Clock wiring as the flow saved it:
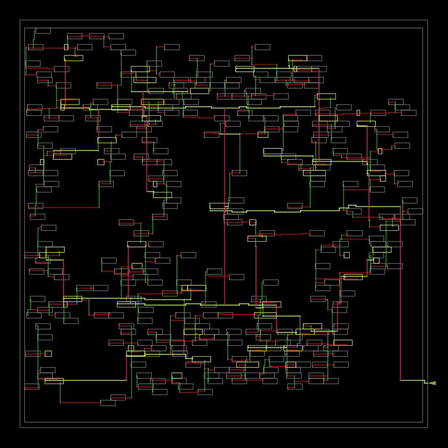
Layout detail:
The bar under the picture is 5 um long. Region (91, 132) to (111, 152) um. Cells in gray, sequential cells in the stronger gray; small squares are vias.
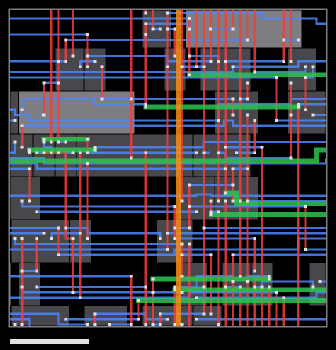
Wire density map:
20 x 20 tiles, from white (low) to dark blue (high), scaled to the fullest tile. Values are wire area over tile area, all layers added.
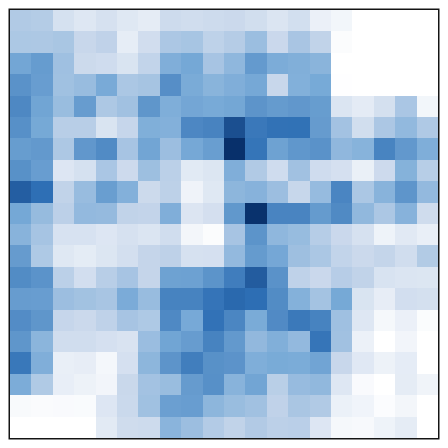
[src/rtl/bdu_bit_streamer.sv]
// Serialises one query/reference point pair MSB-first into the BDU's interleaved x,y,z bit stream.
// Optional one-entry pending buffer enabled by defining STREAMER_PREFETCH_EN.
module bdu_bit_streamer #(
    parameter int unsigned B            = 32,
    parameter int unsigned ID_W         = 16,
    parameter int unsigned DONE_TIMEOUT = 8
) (
    input  logic                 clk,
    input  logic                 rst,
    input  logic                 in_valid,
    output logic                 in_ready,
    input  logic [B-1:0]         in_q_x,
    input  logic [B-1:0]         in_q_y,
    input  logic [B-1:0]         in_q_z,
    input  logic [B-1:0]         in_r_x,
    input  logic [B-1:0]         in_r_y,
    input  logic [B-1:0]         in_r_z,
    input  logic [B-1:0]         in_threshold,
    input  logic [ID_W-1:0]      in_ref_id,
    output logic                 bdu_clear,
    output logic                 out_valid,
    output logic                 out_q_bit,
    output logic                 out_r_bit,
    output logic [1:0]           out_code,
    output logic [$clog2(B)-1:0] out_b,
    output logic [B-1:0]         out_threshold,
    output logic [ID_W-1:0]      out_ref_id,
    output logic                 out_last,
    input  logic                 bdu_terminate,
    input  logic                 bdu_done,
    output logic [15:0]          abort_count,
    output logic                 timeout_err
);

    localparam int unsigned PW = $clog2(B);
    localparam int unsigned TW = $clog2(DONE_TIMEOUT + 1);

    typedef enum logic [1:0] {
        S_IDLE      = 2'd0,
        S_CLEAR     = 2'd1,
        S_STREAM    = 2'd2,
        S_WAIT_DONE = 2'd3
    } state_t;

    state_t            r_state;
    logic [PW-1:0]     r_plane;
    logic [1:0]        r_axis;
    logic [TW-1:0]     r_wait;
    logic [B-1:0]      r_q_x;
    logic [B-1:0]      r_q_y;
    logic [B-1:0]      r_q_z;
    logic [B-1:0]      r_r_x;
    logic [B-1:0]      r_r_y;
    logic [B-1:0]      r_r_z;
    logic [B-1:0]      r_thr;
    logic [ID_W-1:0]   r_id;
    logic              r_in_ready;
    logic              r_clear;
    logic              r_valid;
    logic              r_q_bit;
    logic              r_r_bit;
    logic [1:0]        r_code;
    logic [PW-1:0]     r_b;
    logic              r_last;
    logic [15:0]       r_abort_cnt;
    logic              r_timeout_err;

    state_t            w_state_nxt;
    logic [PW-1:0]     w_plane_nxt;
    logic [1:0]        w_axis_nxt;
    logic [TW-1:0]     w_wait_nxt;
    logic [B-1:0]      w_q_x_nxt;
    logic [B-1:0]      w_q_y_nxt;
    logic [B-1:0]      w_q_z_nxt;
    logic [B-1:0]      w_r_x_nxt;
    logic [B-1:0]      w_r_y_nxt;
    logic [B-1:0]      w_r_z_nxt;
    logic [B-1:0]      w_thr_nxt;
    logic [ID_W-1:0]   w_id_nxt;
    logic              w_in_ready_nxt;
    logic              w_clear_nxt;
    logic              w_valid_nxt;
    logic              w_q_bit_nxt;
    logic              w_r_bit_nxt;
    logic [1:0]        w_code_nxt;
    logic [PW-1:0]     w_b_nxt;
    logic              w_last_nxt;
    logic [15:0]       w_abort_nxt;
    logic              w_timeout_nxt;
    logic              w_accept;
    logic              w_emit;
    logic              w_leave;
    logic [PW-1:0]     w_bit_idx;
    logic [B-1:0]      w_q_word;
    logic [B-1:0]      w_r_word;

`ifdef STREAMER_PREFETCH_EN
    logic              r_pend_full;
    logic [B-1:0]      r_pend_q_x;
    logic [B-1:0]      r_pend_q_y;
    logic [B-1:0]      r_pend_q_z;
    logic [B-1:0]      r_pend_r_x;
    logic [B-1:0]      r_pend_r_y;
    logic [B-1:0]      r_pend_r_z;
    logic [B-1:0]      r_pend_thr;
    logic [ID_W-1:0]   r_pend_id;
    logic              w_pend_full_nxt;
    logic [B-1:0]      w_pend_q_x_nxt;
    logic [B-1:0]      w_pend_q_y_nxt;
    logic [B-1:0]      w_pend_q_z_nxt;
    logic [B-1:0]      w_pend_r_x_nxt;
    logic [B-1:0]      w_pend_r_y_nxt;
    logic [B-1:0]      w_pend_r_z_nxt;
    logic [B-1:0]      w_pend_thr_nxt;
    logic [ID_W-1:0]   w_pend_id_nxt;
`endif

    // Next-state, datapath and registered-output values
    always_comb begin
        w_state_nxt    = r_state;
        w_plane_nxt    = r_plane;
        w_axis_nxt     = r_axis;
        w_wait_nxt     = r_wait;
        w_q_x_nxt      = r_q_x;
        w_q_y_nxt      = r_q_y;
        w_q_z_nxt      = r_q_z;
        w_r_x_nxt      = r_r_x;
        w_r_y_nxt      = r_r_y;
        w_r_z_nxt      = r_r_z;
        w_thr_nxt      = r_thr;
        w_id_nxt       = r_id;
        w_in_ready_nxt = 1'b0;
        w_clear_nxt    = 1'b0;
        w_valid_nxt    = 1'b0;
        w_q_bit_nxt    = 1'b0;
        w_r_bit_nxt    = 1'b0;
        w_code_nxt     = 2'd0;
        w_b_nxt        = '0;
        w_last_nxt     = 1'b0;
        w_abort_nxt    = r_abort_cnt;
        w_timeout_nxt  = r_timeout_err;
        w_accept       = in_valid && r_in_ready;
        w_emit         = 1'b0;
        w_leave        = 1'b0;
        w_bit_idx      = '0;
        w_q_word       = '0;
        w_r_word       = '0;
`ifdef STREAMER_PREFETCH_EN
        w_pend_full_nxt = r_pend_full;
        w_pend_q_x_nxt  = r_pend_q_x;
        w_pend_q_y_nxt  = r_pend_q_y;
        w_pend_q_z_nxt  = r_pend_q_z;
        w_pend_r_x_nxt  = r_pend_r_x;
        w_pend_r_y_nxt  = r_pend_r_y;
        w_pend_r_z_nxt  = r_pend_r_z;
        w_pend_thr_nxt  = r_pend_thr;
        w_pend_id_nxt   = r_pend_id;
`endif

        case (r_state)
            S_IDLE: begin
                if (w_accept) begin
                    w_state_nxt = S_CLEAR;
                    w_clear_nxt = 1'b1;
                    w_q_x_nxt   = in_q_x;
                    w_q_y_nxt   = in_q_y;
                    w_q_z_nxt   = in_q_z;
                    w_r_x_nxt   = in_r_x;
                    w_r_y_nxt   = in_r_y;
                    w_r_z_nxt   = in_r_z;
                    w_thr_nxt   = in_threshold;
                    w_id_nxt    = in_ref_id;
                end
            end
            S_CLEAR: begin
                w_state_nxt = S_STREAM;
                w_plane_nxt = '0;
                w_axis_nxt  = 2'd0;
                w_emit      = 1'b1;
            end
            S_STREAM: begin
                // Terminate wins over the last-beat transition, so it is always an abort
                if (bdu_terminate) begin
                    w_leave = 1'b1;
                    if (r_abort_cnt != 16'hFFFF) begin
                        w_abort_nxt = r_abort_cnt + 16'd1;
                    end
                end else if ((r_plane == PW'(B - 1)) && (r_axis == 2'd2)) begin
                    w_state_nxt = S_WAIT_DONE;
                    w_wait_nxt  = '0;
                end else begin
                    w_emit = 1'b1;
                    if (r_axis == 2'd2) begin
                        w_axis_nxt  = 2'd0;
                        w_plane_nxt = r_plane + PW'(1);
                    end else begin
                        w_axis_nxt  = r_axis + 2'd1;
                    end
                end
            end
            S_WAIT_DONE: begin
                if (bdu_done || bdu_terminate) begin
                    w_leave = 1'b1;
                end else if (r_wait == TW'(DONE_TIMEOUT - 1)) begin
                    w_leave       = 1'b1;
                    w_timeout_nxt = 1'b1;
                end else begin
                    w_wait_nxt = r_wait + TW'(1);
                end
            end
            default: begin
                w_state_nxt = S_IDLE;
            end
        endcase

        if (w_leave) begin
            w_state_nxt = S_IDLE;
        end

`ifdef STREAMER_PREFETCH_EN
        // A buffered or arriving pair skips the idle cycle and goes straight to CLEAR
        if (w_leave && r_pend_full) begin
            w_state_nxt     = S_CLEAR;
            w_clear_nxt     = 1'b1;
            w_pend_full_nxt = 1'b0;
            w_q_x_nxt       = r_pend_q_x;
            w_q_y_nxt       = r_pend_q_y;
            w_q_z_nxt       = r_pend_q_z;
            w_r_x_nxt       = r_pend_r_x;
            w_r_y_nxt       = r_pend_r_y;
            w_r_z_nxt       = r_pend_r_z;
            w_thr_nxt       = r_pend_thr;
            w_id_nxt        = r_pend_id;
        end else if (w_leave && w_accept) begin
            w_state_nxt = S_CLEAR;
            w_clear_nxt = 1'b1;
            w_q_x_nxt   = in_q_x;
            w_q_y_nxt   = in_q_y;
            w_q_z_nxt   = in_q_z;
            w_r_x_nxt   = in_r_x;
            w_r_y_nxt   = in_r_y;
            w_r_z_nxt   = in_r_z;
            w_thr_nxt   = in_threshold;
            w_id_nxt    = in_ref_id;
        end else if (w_accept && (r_state != S_IDLE)) begin
            w_pend_full_nxt = 1'b1;
            w_pend_q_x_nxt  = in_q_x;
            w_pend_q_y_nxt  = in_q_y;
            w_pend_q_z_nxt  = in_q_z;
            w_pend_r_x_nxt  = in_r_x;
            w_pend_r_y_nxt  = in_r_y;
            w_pend_r_z_nxt  = in_r_z;
            w_pend_thr_nxt  = in_threshold;
            w_pend_id_nxt   = in_ref_id;
        end
        w_in_ready_nxt = !w_pend_full_nxt;
`else
        w_in_ready_nxt = (w_state_nxt == S_IDLE);
`endif

        // Beat payload for the plane/axis about to be shown
        if (w_emit) begin
            w_bit_idx = PW'(B - 1) - w_plane_nxt;
            case (w_axis_nxt)
                2'd0:    begin w_q_word = r_q_x; w_r_word = r_r_x; end
                2'd1:    begin w_q_word = r_q_y; w_r_word = r_r_y; end
                default: begin w_q_word = r_q_z; w_r_word = r_r_z; end
            endcase
            w_valid_nxt = 1'b1;
            w_q_bit_nxt = w_q_word[w_bit_idx];
            w_r_bit_nxt = w_r_word[w_bit_idx];
            w_code_nxt  = w_axis_nxt + 2'd1;
            w_b_nxt     = w_plane_nxt + PW'(1);
            w_last_nxt  = (w_plane_nxt == PW'(B - 1)) && (w_axis_nxt == 2'd2);
        end
    end

    // State, datapath and output registers
    always_ff @(posedge clk) begin
        if (rst) begin
            r_state       <= S_IDLE;
            r_plane       <= '0;
            r_axis        <= 2'd0;
            r_wait        <= '0;
            r_q_x         <= '0;
            r_q_y         <= '0;
            r_q_z         <= '0;
            r_r_x         <= '0;
            r_r_y         <= '0;
            r_r_z         <= '0;
            r_thr         <= '0;
            r_id          <= '0;
            r_in_ready    <= 1'b1;
            r_clear       <= 1'b0;
            r_valid       <= 1'b0;
            r_q_bit       <= 1'b0;
            r_r_bit       <= 1'b0;
            r_code        <= 2'd0;
            r_b           <= '0;
            r_last        <= 1'b0;
            r_abort_cnt   <= 16'd0;
            r_timeout_err <= 1'b0;
        end else begin
            r_state       <= w_state_nxt;
            r_plane       <= w_plane_nxt;
            r_axis        <= w_axis_nxt;
            r_wait        <= w_wait_nxt;
            r_q_x         <= w_q_x_nxt;
            r_q_y         <= w_q_y_nxt;
            r_q_z         <= w_q_z_nxt;
            r_r_x         <= w_r_x_nxt;
            r_r_y         <= w_r_y_nxt;
            r_r_z         <= w_r_z_nxt;
            r_thr         <= w_thr_nxt;
            r_id          <= w_id_nxt;
            r_in_ready    <= w_in_ready_nxt;
            r_clear       <= w_clear_nxt;
            r_valid       <= w_valid_nxt;
            r_q_bit       <= w_q_bit_nxt;
            r_r_bit       <= w_r_bit_nxt;
            r_code        <= w_code_nxt;
            r_b           <= w_b_nxt;
            r_last        <= w_last_nxt;
            r_abort_cnt   <= w_abort_nxt;
            r_timeout_err <= w_timeout_nxt;
        end
    end

`ifdef STREAMER_PREFETCH_EN
    // Pending-pair buffer
    always_ff @(posedge clk) begin
        if (rst) begin
            r_pend_full <= 1'b0;
            r_pend_q_x  <= '0;
            r_pend_q_y  <= '0;
            r_pend_q_z  <= '0;
            r_pend_r_x  <= '0;
            r_pend_r_y  <= '0;
            r_pend_r_z  <= '0;
            r_pend_thr  <= '0;
            r_pend_id   <= '0;
        end else begin
            r_pend_full <= w_pend_full_nxt;
            r_pend_q_x  <= w_pend_q_x_nxt;
            r_pend_q_y  <= w_pend_q_y_nxt;
            r_pend_q_z  <= w_pend_q_z_nxt;
            r_pend_r_x  <= w_pend_r_x_nxt;
            r_pend_r_y  <= w_pend_r_y_nxt;
            r_pend_r_z  <= w_pend_r_z_nxt;
            r_pend_thr  <= w_pend_thr_nxt;
            r_pend_id   <= w_pend_id_nxt;
        end
    end
`endif

    assign in_ready      = r_in_ready;
    assign bdu_clear     = r_clear;
    assign out_valid     = r_valid;
    assign out_q_bit     = r_q_bit;
    assign out_r_bit     = r_r_bit;
    assign out_code      = r_code;
    assign out_b         = r_b;
    assign out_threshold = r_thr;
    assign out_ref_id    = r_id;
    assign out_last      = r_last;
    assign abort_count   = r_abort_cnt;
    assign timeout_err   = r_timeout_err;

endmodule

[config.mk]
export PLATFORM = sky130hd
export DESIGN_NAME = bdu_bit_streamer
export DESIGN_NICKNAME = d
export VERILOG_FILES = /design/src/rtl/bdu_bit_streamer.sv
export SDC_FILE = /design/constraint.sdc
export NUM_CORES = 1
export LEC_CHECK = 0
export CAP_MARGIN = 20
export CORE_MARGIN = 2
export CORE_UTILIZATION = 30
export CTS_CLUSTER_SIZE = 40
export DETAILED_ROUTE_END_ITERATION = 16
export PLACE_DENSITY = 0.61
export SETUP_SLACK_MARGIN = 0.1
export SLEW_MARGIN = 30
export SYNTH_ARGS = -nofsm -noshare
export SYNTH_HDL_FRONTEND = slang
export SYNTH_SLANG_ARGS = --single-unit
export TNS_END_PERCENT = 30
[constraint.sdc]
create_clock -name clk -period 3.2 [get_ports clk]
set_clock_uncertainty 0.05 [all_clocks]
set_input_delay 0.64 -clock clk [delete_from_list [all_inputs] [get_ports clk]]
set_output_delay 0.64 -clock clk [all_outputs]
set_load 0.03 [all_outputs]
==> flow_metrics.rpt <==
IMPLEMENTATION SUMMARY REPORT
----------------------------------------------------
[Finish]
  Number of nets in the finished design ........................ 2109
  Most frequent logic cell in the layout ........................ sky130_fd_sc_hd__nand2_1
  Multi-input combinational cell count ........................ 1112
  Most numerous logic cells after layout ........................ sky130_fd_sc_hd__nand2_1, sky130_fd_sc_hd__clkdlybuf4s50_1, sky130_fd_sc_hd__a21oi_1, sky130_fd_sc_hd__dfxtp_1, sky130_fd_sc_hd__buf_4
  Sequential fraction of total cell area ........................ 0.3216
  Number of filler instances in the final layout ........................ 3805
  Non-clock buffering overhead ........................ 0.2353
  Number of non-clock inverters in the layout ........................ 12

[Worst setup path]
  Cell count along the critical path ........................ 17
  Crit path from ........................ r_plane[0]$_SDFF_PP0_
  Worst path bufs/invs ........................ 2
  Crit path capture type ........................ flop
  Setup Crit Path Kind ........................ reg -> reg
  Critical Path Max Stage Delay ........................ 0.48 ns
  Reg-to-Reg Start ........................ r_plane[0]$_SDFF_PP0_
  R2r worst-path depth ........................ 17
  Reg2reg end ........................ out_q_bit$_SDFF_PP0_

[CTS]
  Hold-fix buffer count after cts ........................ 0
  Buffer levels on the longest clock path ........................ 3
  Clock-pin slew reported for the worst setup and hold paths after clock tree synthesis ........................ 0.06 ns
  Setup Buffers After CTS ........................ 8
  Clock tree root driver cell ........................ sky130_fd_sc_hd__clkbuf_16
  H-Tree Depth ........................ 2

[GRT]
  Number of global-route vias before repair ........................ 11.40k
  Grt met2 use ........................ 0.3205
  Global-route wire length before repair ........................ 63200 um

[Power and ir drop]
  Tot Pwr ........................ 0.01206 W
  Top power group ........................ sequential cells
  Pwr dens ........................ 683.7 nW/um2
  P_sw ........................ 0.003936 W
  Largest voltage drop on the vdd net ........................ 0.4212 mV
  Part of the power in the clock network ........................ 0.351

[Timing]
  Final worst-path cycle share ........................ 0.9637
  Max Slew Vio Count ........................ 0
  Transition time of the tightest slew-check pin ........................ 1.013 ns
  Final Hold Violating Endpoints ........................ 0
  Highest clock frequency the design can meet ........................ 324.3 MHz

[Worst hold path]
  Worst Hold Path EP ........................ out_threshold[10]$_SDFFE_PP0P_
  Hold WC Path Type ........................ reg -> reg

[Synthesis]
  Xor+xnor area frac ........................ 0.01185
  Most numerous cell types in the synthesized netlist ........................ sky130_fd_sc_hd__nand2_1, sky130_fd_sc_hd__a21oi_1, sky130_fd_sc_hd__dfxtp_1
  Basic Gates by Area ........................ 0.2178
  Unique masters post-synth ........................ 61
  Share of flip-flops with an asynchronous set or reset after synthesis ........................ 0
  Number of synthesized register bits ........................ 283
  Most frequent cell after synthesis ........................ sky130_fd_sc_hd__nand2_1
  Chip Area, Yosys ........................ 11830 um2
  Post-synth design cell area ........................ 11830 um2
  Largest type area fraction ........................ 0.4791
  Synth Net Count ........................ 1782
  EDFF count, synth ........................ 0
  Yosys stat cell total ........................ 1524
  Area leader, netlist ........................ sky130_fd_sc_hd__dfxtp_1

[Outcome]
  Run status ........................ finished clean

[Floorplanning]
  Total I/O pin count ........................ 323
  Die Span Y ........................ 202.5 um
  Tapcell count ........................ 518

[Routing]
  Drt pass-1 iters ........................ 6
  Per-cell via count in the routed design ........................ 4.896
  Met1 Wirelength ........................ 17410 um
  Met3 layer wire length in the routed design ........................ 3655 um
  # DRC ........................ 0
  Wire length per cell ........................ 17.23 um
  Routed wire length ........................ 41280 um

[Run]
  OpenROAD warning count ........................ 46

[Place]
  Pre-CTS setup slack ........................ -0.3352 ns
  Routability cong. ........................ 0.8367

----------------------------------------------------
About 'clock wiring as the flow saved it':
clock group power: 0.00423 W
Inserted Clock Buffers: 35
clock buffer count in the final layout: 43
clock latency reported for the late side of the worst-skew pair: 0.54 ns
count of flip-flops and latches: 283

About 'layout detail':
| layer | color |
|---|---|
| metal 2 | red |
| metal 1 | blue |
| metal 3 | green |
| metal 4 | orange |
cells with their middle in the window: 26
most frequent: nand2_1 (4), a21oi_1 (4), nor2_1 (4)
netlist names of flops here include: `r_r_x` (1), `r_r_z` (1)
sequential cells in the window: 2

About 'wire density map':
tiles over half the peak: 26%
nearly empty tiles: 7.5%
fullest tile: 0.49
densest ninth of the die: bottom center

Power and IR drop assume default switching activity.
